[config.mk]
export PLATFORM = sky130hd
export DESIGN_NAME = regfile_bank32
export DESIGN_NICKNAME = d
export VERILOG_FILES = /design/src/rtl/regfile_pkg.sv /design/src/rtl/regfile_scoreboard.sv /design/src/rtl/regfile_bank32.sv
export SDC_FILE = /design/constraint.sdc
export NUM_CORES = 1
export LEC_CHECK = 0
export CORE_AREA = 2 2 434 436
export CTS_BUF_LIST = sky130_fd_sc_hd__clkbuf_8 sky130_fd_sc_hd__clkbuf_16
export DETAILED_ROUTE_END_ITERATION = 8
export DIE_AREA = 0 0 436 438
export GPL_ROUTABILITY_DRIVEN = 0
export PLACE_DENSITY = 0.49
export SLEW_MARGIN = 30
export SYNTH_ARGS = -nofsm -noshare
export SYNTH_HDL_FRONTEND = slang
export SYNTH_SLANG_ARGS = --single-unit
[constraint.sdc]
create_clock -name clk -period 2.7 [get_ports clk]
set_clock_uncertainty 0.05 [all_clocks]
set_input_delay 0.54 -clock clk [delete_from_list [all_inputs] [get_ports clk]]
set_output_delay 0.54 -clock clk [all_outputs]
set_load 0.05 [all_outputs]
[src/rtl/regfile_pkg.sv]
// Shared constants and types for the 32 x 32-bit register bank.
package regfile_pkg;

  localparam int DW     = 32;
  localparam int NREG   = 32;
  localparam int ADDR_W = 5;
  localparam int BE_W   = DW / 8;

  typedef logic [ADDR_W-1:0] reg_addr_t;
  typedef logic [DW-1:0]     reg_word_t;

  function automatic int unsigned slice_lo(input int unsigned n);
    return DW * n;
  endfunction

endpackage

[src/rtl/regfile_scoreboard.sv]
// Busy-bit scoreboard: reservation handshake, write-back clear and
// registered pulse for writes to registers that were never reserved.
module regfile_scoreboard
  import regfile_pkg::*;
#(
  parameter bit ZERO_REG = 1'b1
) (
  input  logic            clk,
  input  logic            rst_n,
  input  logic            wr_en,
  input  reg_addr_t       wr_addr,
  input  logic            rsv_valid,
  input  reg_addr_t       rsv_addr,
  output logic            rsv_ready,
  output logic [NREG-1:0] busy,
  output logic            err_unres
);

  logic [NREG-1:0] busy_q, busy_d;
  logic            err_q, err_d;
  logic            wr_zero, rsv_zero;

  assign wr_zero  = ZERO_REG && (wr_addr == '0);
  assign rsv_zero = ZERO_REG && (rsv_addr == '0);

  // A same-cycle write to the reserved address frees it in time for the new owner.
  assign rsv_ready = !busy_q[rsv_addr] || (wr_en && (wr_addr == rsv_addr)) || rsv_zero;

  always_comb begin
    busy_d = busy_q;
    if (wr_en) busy_d[wr_addr] = 1'b0;
    if (rsv_valid && rsv_ready && !rsv_zero) busy_d[rsv_addr] = 1'b1;
    err_d = wr_en && !busy_q[wr_addr] && !wr_zero;
  end

  always_ff @(posedge clk) begin
    if (!rst_n) begin
      busy_q <= '0;
      err_q  <= 1'b0;
    end else begin
      busy_q <= busy_d;
      err_q  <= err_d;
    end
  end

  assign busy      = busy_q;
  assign err_unres = err_q;

endmodule

[src/rtl/regfile_bank32.sv]
// 32 x 32-bit register bank with byte-enabled write port and busy scoreboard.
// Optional macro REGFILE_WR_FWD_EN forwards the current write onto rf_flat.
module regfile_bank32
  import regfile_pkg::*;
#(
  parameter bit ZERO_REG = 1'b1
) (
  input  logic               clk,
  input  logic               rst_n,
  input  logic               wr_en,
  input  reg_addr_t          wr_addr,
  input  reg_word_t          wr_data,
  input  logic [BE_W-1:0]    wr_be,
  input  logic               rsv_valid,
  input  reg_addr_t          rsv_addr,
  output logic               rsv_ready,
  output logic [NREG*DW-1:0] rf_flat,
  output logic [NREG-1:0]    busy,
  output logic               err_unres
);

  reg_word_t regs [NREG];
  logic      wr_zero;

  assign wr_zero = ZERO_REG && (wr_addr == '0);

  always_ff @(posedge clk) begin
    if (!rst_n) begin
      for (int n = 0; n < NREG; n++) regs[n] <= '0;
    end else if (wr_en && !wr_zero) begin
      for (int k = 0; k < BE_W; k++) begin
        if (wr_be[k]) regs[wr_addr][8*k +: 8] <= wr_data[8*k +: 8];
      end
    end
  end

  always_comb begin
    for (int n = 0; n < NREG; n++) rf_flat[slice_lo(n) +: DW] = regs[n];
`ifdef REGFILE_WR_FWD_EN
    if (wr_en && !wr_zero) begin
      for (int k = 0; k < BE_W; k++) begin
        if (wr_be[k]) rf_flat[slice_lo(int'(wr_addr)) + 8*k +: 8] = wr_data[8*k +: 8];
      end
    end
`endif
  end

  regfile_scoreboard #(
    .ZERO_REG(ZERO_REG)
  ) u_scoreboard (
    .clk       (clk),
    .rst_n     (rst_n),
    .wr_en     (wr_en),
    .wr_addr   (wr_addr),
    .rsv_valid (rsv_valid),
    .rsv_addr  (rsv_addr),
    .rsv_ready (rsv_ready),
    .busy      (busy),
    .err_unres (err_unres)
  );

endmodule

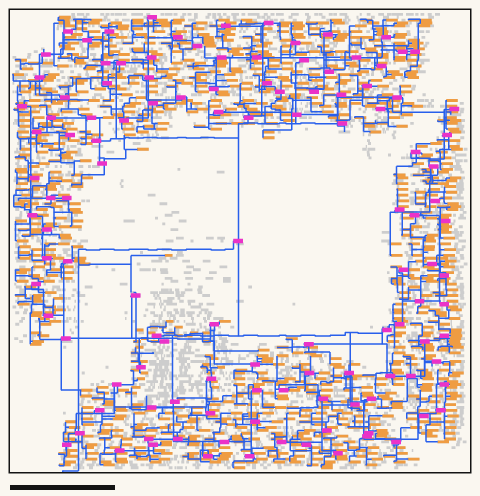
(images/clk_routes.png)
Bar = 100 µm.
- blue: clock wires (length 15300 µm)
- magenta: clock drivers (count 120)
- orange: flip-flops (count 1057)
- flops lie: widely spread
- routed clock nets: 121
clock network power: 16.4 mW
clk latency late pin: 0.77 ns

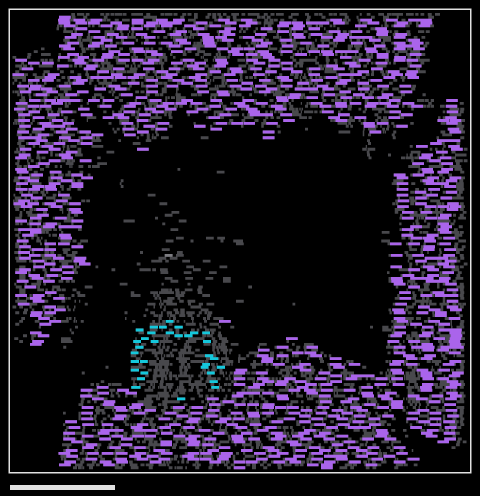
(images/flops_by_reg.png)
Bar = 100 µm.
- cyan: u_scoreboard.busy (placed flops 32)
- purple: regs (placed flops 1024; where widely spread)

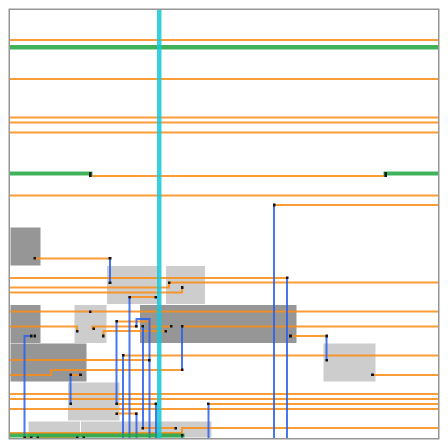
(images/detail.png)
Region (312, 94) to (342, 124) µm. Cells in grey, sequential cells in the stronger grey; small squares are vias.
- orange: metal 1
- green: metal 3
- cyan: metal 4
- blue: metal 2
- netlist names of flops here include: regs (1)
- cells with their middle in the window: 6
- most frequent: clkdlybuf4s50_1 (3)
- sequential cells in the window: 1

==> impl_metrics.py <==
# Auto-generated metrics
metrics = {
    "outcome": {
        "status": "finished with violations",
        "violations": "setup timing",
    },
    "logic_synthesis": {
        "ys_sh_adder_pct": 0,
        "synthAoiAreaFrac_pct": 2.02,
        "synth_chip_area_mm2": 0.0415,
        "yosys.area_share.simple_pct": 17.9,
    },
    "timing": {
        "period_minus_slack_ns": 2.95,
        "hold_ws_ns": 0.225,
        "final_hold_viol_count": 0,
        "setup_ws_ns": -0.253,
        "setup_viol": 1,
    },
    "clock_tree": {
        "clk_pin_slew_worst_paths_ns": 0.06,
        "cts_tree": "done",
        "clkSinkCount": 1057,
        "cts_made_buffers": 120,
    },
    "worst_setup_path": {
        "crit_chain": "clkdlybuf4s50_1, buf_6, xnor2_1, nand3_1, nor3_2, a211o_2, buf_12",
        "start_kind": "primary input",
        "crit_path_top_delay_cell": "clkdlybuf4s50_1",
        "critPathBufInv": 3,
        "path_delay_family": "buffers and inverters",
    },
    "global_routing": {
        "antenna_found_initial": 37,
        "grt_max_degree": 74,
        "grt_overflow": 0,
    },
    "route": {
        "drtIter0Drc": 3320,
        "highest_layer": "met5",
        "firstDrtPassIters": 8,
    },
    "die": {
        "die_w_um": 436,
        "die_y_um": 438,
        "core_area_mm2": 0.187,
    },
    "hold_path": {
        "worst_hold_startpoint": "rst_n",
    },
    "power": {
        "irDropWorstVdd_v": 0.000520,
    },
}
## sequential cells by signal, summed over array words and instances (netlist names)
name and flops:
u_scoreboard.err_unres 1, u_scoreboard.busy 32, regs 1024
## worst min-delay path, stage by stage
cell,delay (ns)
buf_6,0.11
buf_4,0.22
nand2_1,0.10
a31oi_1,0.04
## where the power goes
part	internal (mW)	leakage [nW]	total, mW	switching (mW)
registers	18.8	10.0	19.1	0.330
logic	1.98	14.3	7.23	5.25
clock network	9.32	2.01	16.4	7.12
## path summary, 6_finish.rpt
kind / depth (start not counted) / slack [ns] / end
hold reg to reg: 2 / 0.46 / u_scoreboard.busy[0]
hold / removal: 4 / 0.22 / u_scoreboard.busy[0]
setup reg to reg: 8 / 0.64 / u_scoreboard.busy[11]
setup / recovery: 7 / -0.25 / rsv_ready
## cell families (layout without fill, tap and decap cells)
kind of cell,after synthesis,in the layout
AND/OR/NAND/NOR,1272,1272
flip-flops,1057,1057
buffers and inverters,357,1814
AND-OR/OR-AND,118,118
multiplexers,25,25
XOR/XNOR,5,5
other,1,43
## cell type report
| cell class | instances | area (µm²) | area share, % |
|---|---|---|---|
| multi-input cells | 1452 | 9100 | 14.3 |
| flip-flops and latches | 1057 | 31400 | 49.4 |
| inverters | 6 | 22.5 | 0.0354 |
| clock inverters | 104 | 872 | 1.37 |
| diodes | 11 | 27.5 | 0.0433 |
| clock buffers | 122 | 3050 | 4.80 |
| repair buffers | 1582 | 16000 | 25.2 |
| well taps | 2495 | 3120 | 4.91 |
## cells in the final DEF, fill, tap and decap left out, types with 5 or more instances in the layout
cell	n
a32o_1	30
and3_1	995
buf_12	128
buf_2	32
buf_4	353
buf_6	5
bufinv_16	12
clkbuf_16	122
clkdlybuf4s50_1	994
clkinv_1	32
clkinv_2	17
clkinvlp_4	5
conb_1	32
dfxtp_1	17
dfxtp_2	15
diode_2	11
dlygate4sd2_1	66
edfxtp_1	1024
inv_1	33
mux2i_1	12
mux4_2	8
nand2_1	175
nand3_1	8
nor2_1	9
nor2_2	7
nor2_4	25
nor2b_1	6
nor3_2	6
o21ai_0	45
o21ai_1	25
o21ai_2	5
## per-stage QoR
stage               setup TNS (ns)  worst slack (ns)  utilization, %  cell area [µm²]
global route                -0.279            -0.279            34.1            63600
CTS                         -0.261            -0.261            34.1            63600
floorplan                        0          0.000628               -            41600
global placement           -496.89            -0.617            31.9            59600
detailed placement         -551.26            -0.657            32.0            59600
finish                      -0.253            -0.253            34.1            63600
## timing repair
action,4_1_cts,5_1_grt
pin swaps,6,2
gates resized,92,13
setup buffers,1,0
endpoints found under the setup margin,67,2
## per-layer routing
metal,GRT usage (%),vias to the layer above
met5,0,-
met4,6.84,6
met3,4.86,274
met2,36.1,1491
met1,25.0,16100
li1,-,13400
No activity file was given, so power comes from the tool's default toggle rates.
